Design wb_slave_mem, sky130hd; sources not shown.
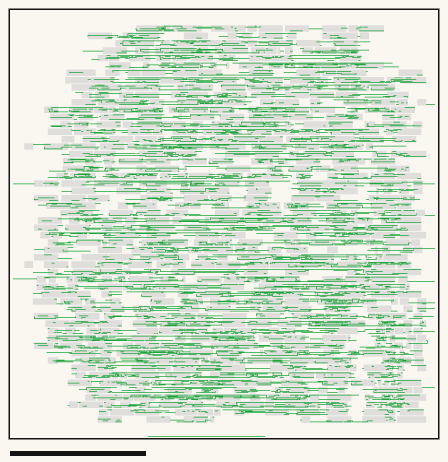
Figure 1: run 1, met1 routing.
The bar under the picture is 50 µm long.
nets with wire on the layer: 815
main direction: horizontal
wire length on this layer: 12,300 µm
final wirelength: 29.0 mm
routed vias: 7,134
met1 usage: 33.1%

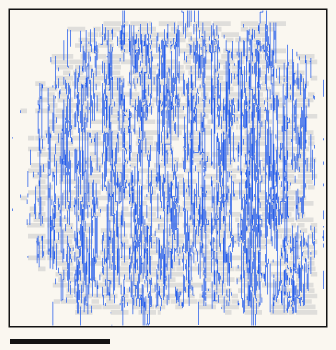
Figure 2: run 1, met2 routing.
The bar under the picture is 50 µm long.
wire length on this layer: 14,400 µm
nets with wire on the layer: 821
share of all routed wire: 50%
met2 usage: 40.9%

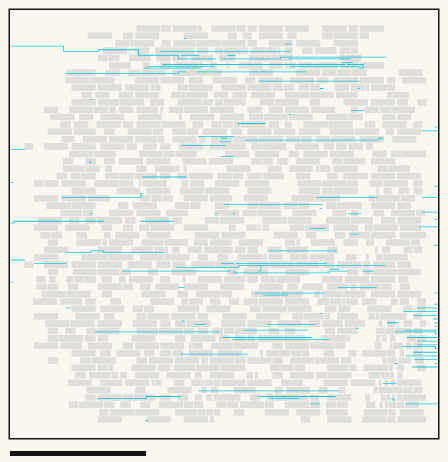
Figure 3: run 1, met3 routing.
The bar under the picture is 50 µm long.
share of all routed wire: 5.6%
main direction: horizontal
wire length on this layer: 1,610 µm
longest straight run: 67.2 µm
grt met3 use: 3.80%

==> job_summary.md, run 1 <==
### Yosys + OpenROAD results

| Metric | Value |
|---|---|
| Cell type with the largest total area | `dfrtp_1` |
| Mapped Area | `13,000 µm²` |
| Syn nets | `833` |
| Flip-flops with a built-in enable | `0` |
| Post-Synthesis Cells | `795` |
| Final Hold Fails | `0` |
| AO/OA Area Share | `3.87%` |
| Crit path max-delay family | `buffers and inverters` |
| Num rows | `54` |
| Worst-Margin Slew | `0.982 ns` |
| DRC violations left | `0` |
| Per-cell routed wire length | `25.6 µm` |
| Number of antenna repair diodes | `0` |
| Initial antenna violation count | `1` |
| Crit path time final | `3.92 ns` |
| CTS Buffer Depth | `3` |
| Placed Instances | `1,077` |
| #FFs+latches synth | `280` |
| Crit path max fanout | `14` |
| Simple share | `3.95%` |
| MUX area fraction | `35.4%` |
| I/O pin cnt | `55` |
| Crit-path max cell delay | `1.21 ns` |
| Most common cell in the netlist | `dfrtp_1` |
| Clock net sink count | `280` |
| Hold Crit Class | `reg2reg` |
| Die extent in x | `158 µm` |
| Die ar. | `24,900 µm²` |
| Main flop type | `dfrtp_1` |
| Skew-Pair Late Insertion Delay | `0.54 ns` |
| Fa+ha+maj area frac | `0.0961%` |
| Worst-path cell chain | `nor4b_1, clkdlybuf4s50_1` |
| Cell at the root of the clock tree | `clkbuf_16` |
| Max_cap viols | `0` |
| Seq share, synth | `53.8%` |
| Post-Syn Area per Cell | `16.4 µm²` |
| Outcome | `completed` |
| Cells in synth_stat.txt | `795` |
| R2r setup slk | `4.58 ns` |
| Syn-to-layout area delta | `13.2%` |
| Leakage | `7.40 nW` |
| Synth top cells by count | `280 x dfrtp_1, 183 x mux2_2, 73 x mux2_4` |
| Final Net Count | `867` |
| Largest net degree at the start of global routing | `95` |
| Placed instance area | `13,700 µm²` |
| Max FFs per register | `256` |
| Worst EP arrival | `2.72 ns` |
| Total GRT Usage | `24.1%` |
| Power per Cell Area | `208 nW/µm²` |
| Num CTS Buffers | `30` |
| Post-DP HPWL | `16.8 mm` |
| CP startpoint kind | `flip-flop` |
| Fp util | `59.3%` |
| Detailed Routing Iterations Pass 1 | `4` |
| Crit path DRT | `6.80 ns` |
| Vias per Instance | `6.30` |
| Area leader share | `53.8%` |
| Synthesis Warnings | `0` |
| XOR/XNOR Area Share | `0%` |
| Fmax achieved | `255 MHz` |
| First-pass GRT wire length | `46.0 mm` |
| Violation tally from detailed-route iteration zero | `549` |
| Hold buffers post-CTS | `0` |
| Yosys synthesis chip area | `13,000 µm²` |
| Buf/Inv on CP | `1` |
| Post-place setup slack | `3.64 ns` |
| Ys async rst share | `100%` |
| Worst hold-check slack | `0.497 ns` |
| Layout fillers | `1,456` |
| Critical Path Stages | `2` |
| Setup TNS Final | `0 ns` |
| Nature of the critical path endpoint | `primary output` |
| OpenROAD warning count | `26` |
| Kind of critical path | `reg2out` |
| GRT Residual Overflow | `0` |
| Final WS setup | `4.08 ns` |
| Port Buffers | `54` |
| Post-route cell area | `14,700 µm²` |
| Netlist cell types | `36` |
| Logic family by area | `multiplexers` |
| Hold Crit Depth | `1` |
| CTS tree | `yes` |
| Clock Skew | `0.00762 ns` |
| Power, Total | `3.07 mW` |
| Final Cycle Share | `49.0%` |
| Layout Utilization | `67.1%` |
| Post_cts resized | `0` |
## run 1: where the power goes
part	total, mW	switching (mW)	leakage [nW]	internal (mW)
registers	1.45	0.0189	3.90	1.43
clock network	1.41	0.551	0.497	0.859
logic	0.212	0.144	2.99	0.0678
total	3.07	0.714	7.40	2.36
## run 1: cell type report
cell class | count | area (µm²) | share of cell area [%]
Sequential cell | 280 | 7010 | 47.6
Inverter | 4 | 15.0 | 0.102
Clock inverter | 10 | 130 | 0.883
Multi-Input combinational cell | 446 | 5650 | 38.3
Clock buffer | 45 | 888 | 6.03
Tap cell | 280 | 350 | 2.38
Timing Repair Buffer | 67 | 696 | 4.72
## run 1: placed cells by master (no fill, tap or decap), types with 8 or more instances in the layout
| cell | count |
|---|---|
| dfrtp_1 | 280 |
| mux2_2 | 183 |
| mux2_4 | 73 |
| mux4_2 | 64 |
| clkdlybuf4s50_1 | 51 |
| a22oi_1 | 32 |
| clkbuf_16 | 31 |
| nand2_1 | 18 |
| a22o_1 | 16 |
| buf_4 | 11 |
| nand4_4 | 10 |
| clkbuf_1 | 8 |
## run 1: layer usage
| metal | vias to the layer above | track usage, % | share of wire, % |
|---|---|---|---|
| li1 | 3086 | - | - |
| met4 | 2 | 5.69 | 2.2 |
| met2 | 174 | 40.9 | 50 |
| met3 | 45 | 3.80 | 5.6 |
| met1 | 3827 | 33.1 | 42 |
| met5 | - | 0 | 0.045 |
## run 1: worst register-to-register path: cells and delay by family (launching register included)
kind,cells,cell delay (ns)
adders and majority gates,1,0.19
and+or+nand+nor,2,1.28
muxes,1,0.58
DFF,1,0.41
buffers and inverters,2,0.47
AOI/OAI and AO/OA,1,0.38
==> run 1 -> run 2 <==
--- a/config.mk
+++ b/config.mk
@@ -7,9 +7,9 @@
 export LEC_CHECK = 0
 export CAP_MARGIN = 30
 export CORE_MARGIN = 4
-export CORE_UTILIZATION = 58
+export CORE_UTILIZATION = 55
 export DETAILED_ROUTE_END_ITERATION = 8
-export PLACE_DENSITY = 0.75
+export PLACE_DENSITY = 0.74
 export SYNTH_ARGS = -nofsm -noshare
 export SYNTH_HDL_FRONTEND = slang
 export SYNTH_SLANG_ARGS = --single-unit
==> constraint.sdc (replaced) <==
create_clock -name clk -period 3.3 [get_ports clk]
set_input_delay 0.495 -clock clk [delete_from_list [all_inputs] [get_ports clk]]
set_output_delay 0.495 -clock clk [all_outputs]
set_load 0.1 [all_outputs]
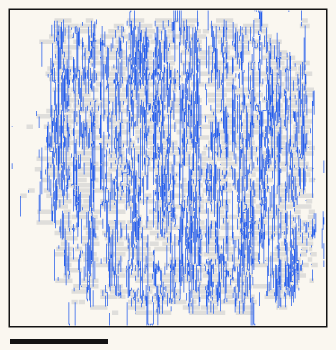
Figure 4: run 2, met2 routing.
The bar under the picture is 50 µm long.
final wirelength: 29.0 mm
met2 usage: 39.5%
routed vias: 7,268

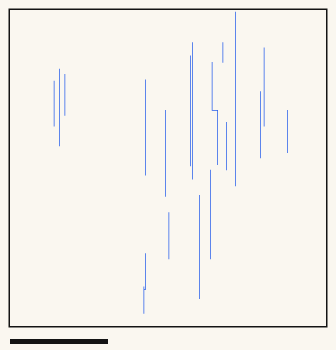
Figure 5: run 2, met4 routing.
The bar under the picture is 50 µm long.
wire length on this layer: 733 µm
longest straight run: 89.1 µm
share of all routed wire: 2.5%

==> run 2 against run 1 <==
Against the previous run: non-clock buffer count rose by 33; sequential share of layout area fell by 0.94 points; combinational power rose by 150%; via count rose by 1.9%; first-iteration DRC count fell by 14%; sequential power rose by 140%; wire length rose by 0.28%; worst hold slack improved by 0.0019 ns; cell area rose by 2.0%; global-route usage fell by 1.1 points; clock-buffer cell count did not move; critical endpoint is now mem[137]$_DFFE_PN0P_; largest cell class unchanged; largest power group unchanged; highest routed layer is now met4.
==> job_summary.md, run 2 <==
### Yosys + OpenROAD results

| Metric | Value |
|---|---|
| Crit path time final | `2.88 ns` |
| Netlist cell types | `36 (unchanged)` |
| Final Net Count | `899 (+3.7%)` |
| Hold Crit Class | `reg2reg` |
| Fmax achieved | `347 MHz` |
| Crit path max-delay family | `simple AND/OR/NAND/NOR gates` |
| Area leader share | `53.8% (unchanged)` |
| Worst-path cell chain | `inv_1, ha_1, or3b_1, a2111oi_4, buf_12, nand4_4, mux2_4` |
| Crit path max fanout | `16 (+2)` |
| CTS tree | `yes` |
| Layout fillers | `1,685 (+16%)` |
| Clock net sink count | `280 (unchanged)` |
| R2r setup slk | `0.42 ns (-4.16 ns)` |
| Flip-flops with a built-in enable | `0 (unchanged)` |
| Final Cycle Share | `87.4%` |
| Synthesis Warnings | `0 (unchanged)` |
| #FFs+latches synth | `280 (unchanged)` |
| Nature of the critical path endpoint | `flip-flop` |
| Leakage | `7.55 nW (+2.1%)` |
| Post-place setup slack | `0.166 ns (-3.48 ns)` |
| Final Hold Fails | `0 (unchanged)` |
| Non-Filler Instances | `1,201` |
| CP startpoint kind | `flip-flop` |
| Post-Syn Area per Cell | `16.4 µm² (unchanged)` |
| Skew-Pair Late Insertion Delay | `0.54 ns (about the same)` |
| Critical Path Stages | `7 (+5)` |
| Post-DP HPWL | `19.4 mm (+15%)` |
| Cells in synth_stat.txt | `795 (unchanged)` |
| Num rows | `56 (+3.7%)` |
| Main flop type | `dfrtp_1` |
| Vias per Instance | `6.05 (-4.0%)` |
| Syn-to-layout area delta | `15.5%` |
| Setup TNS Final | `0 ns (unchanged)` |
| Most common cell in the netlist | `dfrtp_1` |
| Number of antenna repair diodes | `0 (unchanged)` |
| DRC violations left | `0 (unchanged)` |
| Top logic cells by instance count in the layout | `280 x dfrtp_1, 183 x mux2_2, 73 x mux2_4, 64 x mux4_2, 47 x clkdlybuf4s50_1` |
| Buf/Inv on CP | `2 (+1)` |
| Post-Synthesis Cells | `795 (unchanged)` |
| Max_cap viols | `0 (unchanged)` |
| Violation tally from detailed-route iteration zero | `470 (-14%)` |
| Kind of critical path | `reg2reg` |
| Max FFs per register | `256 (unchanged)` |
| Cell type with the largest total area | `dfrtp_1` |
| Seq share, synth | `53.8% (unchanged)` |
| Worst-Margin Slew | `0.986 ns (+0.00316 ns)` |
| CTS Buffer Depth | `3 (unchanged)` |
| Most numerous logic cell after layout | `dfrtp_1` |
| Register area | `7010 µm² (unchanged)` |
| Power per Cell Area | `488 nW/µm² (+130%)` |
| Ys async rst share | `100% (unchanged)` |
| Initial antenna violation count | `0 (-1)` |
| Mapped Area | `13,000 µm² (unchanged)` |
| Detailed Routing Iterations Pass 1 | `4 (unchanged)` |
| Num CTS Buffers | `29 (-3.3%)` |
| Final WS setup | `0.416 ns (-3.66 ns)` |
| GRT Residual Overflow | `0 (unchanged)` |
| Per-cell routed wire length | `24.2 µm (-5.5%)` |
| Port Buffers | `54 (unchanged)` |
| Crit-path max cell delay | `0.51 ns (-0.70 ns)` |
| Placed Instances | `1,148 (+6.6%)` |
| Fp util | `55.6% (-3.7 points)` |
| Largest net degree at the start of global routing | `93 (-2.1%)` |
| Logic cell area | `5660 µm² (+0.22%)` |
| Synth top cells by count | `280 x dfrtp_1, 183 x mux2_2, 73 x mux2_4` |
| Total GRT Usage | `23.0% (-1.1 points)` |
| Yosys synthesis chip area | `13,000 µm² (unchanged)` |
| Layout cells sized above 1 | `49.9%` |
| Crit path DRT | `3.72 ns (-3.08 ns)` |
| Cell at the root of the clock tree | `clkbuf_16` |
| First-pass GRT wire length | `47.4 mm (+3.0%)` |
| Die ar. | `26,200 µm² (+5.2%)` |
| Hold Crit Depth | `1 (unchanged)` |
| Die extent in x | `162 µm (+2.6%)` |
| Worst hold-check slack | `0.499 ns (+0.00191 ns)` |
| Worst EP arrival | `3.31 ns (+0.59 ns)` |
| OpenROAD warning count | `26 (unchanged)` |
| I/O pin cnt | `55 (unchanged)` |
| Syn nets | `833 (unchanged)` |
| Outcome | `completed` |
## run 2: area by class of cell
cell class / count / area share (%)
timing repair buffer: 100 / 6.49
clock inverter: 7 / 0.591
inverter: 4 / 0.0999
multi-input combinational: 446 / 37.7
tap: 319 / 2.66
sequential: 280 / 46.6
clock buffer: 45 / 5.89
## run 2: metal layers
| metal | part of all wire, % | vias up | track usage, % |
|---|---|---|---|
| met1 | 41 | 3908 | 31.2 |
| met3 | 5.4 | 43 | 3.30 |
| li1 | - | 3152 | - |
| met5 | 0 | - | 0 |
| met2 | 51 | 165 | 39.5 |
| met4 | 2.5 | 0 | 6.11 |
## run 2: cell families (layout without fill, tap and decap cells)
group	count (synthesis)	count (layout)	share of synthesized area, %
mux	321	321	35.4
flops	280	280	53.8
buf+inv	69	156	2.83
compound gates	65	65	3.87
simple gates	59	59	3.95
fa+ha+maj	1	1	0.0961
## run 2: power by group
part           switching [mW]  leakage (nW)  internal, mW
combinational           0.356          3.16         0.170
sequential             0.0503          3.90          3.46
clock                    1.30         0.485          1.99
## run 2: per-stage QoR
stage | total power [mW] | util, % | instance area, µm²
floorplan | 3.89 | - | 13000
global placement | 4.07 | 60.0 | 14000
detailed placement | 4.10 | 60.0 | 14000
CTS | 7.39 | 64.2 | 15000
global route | 7.60 | 64.2 | 15000
finish | 7.33 | 64.2 | 15000
## run 2: repair_timing
action / in CTS / in global routing
hold buffers: 1 / 0
hold endpoints to repair: 21 / 0
resized: 0 / 0
Power figures rest on the tool's default switching activity, not on a simulated workload.
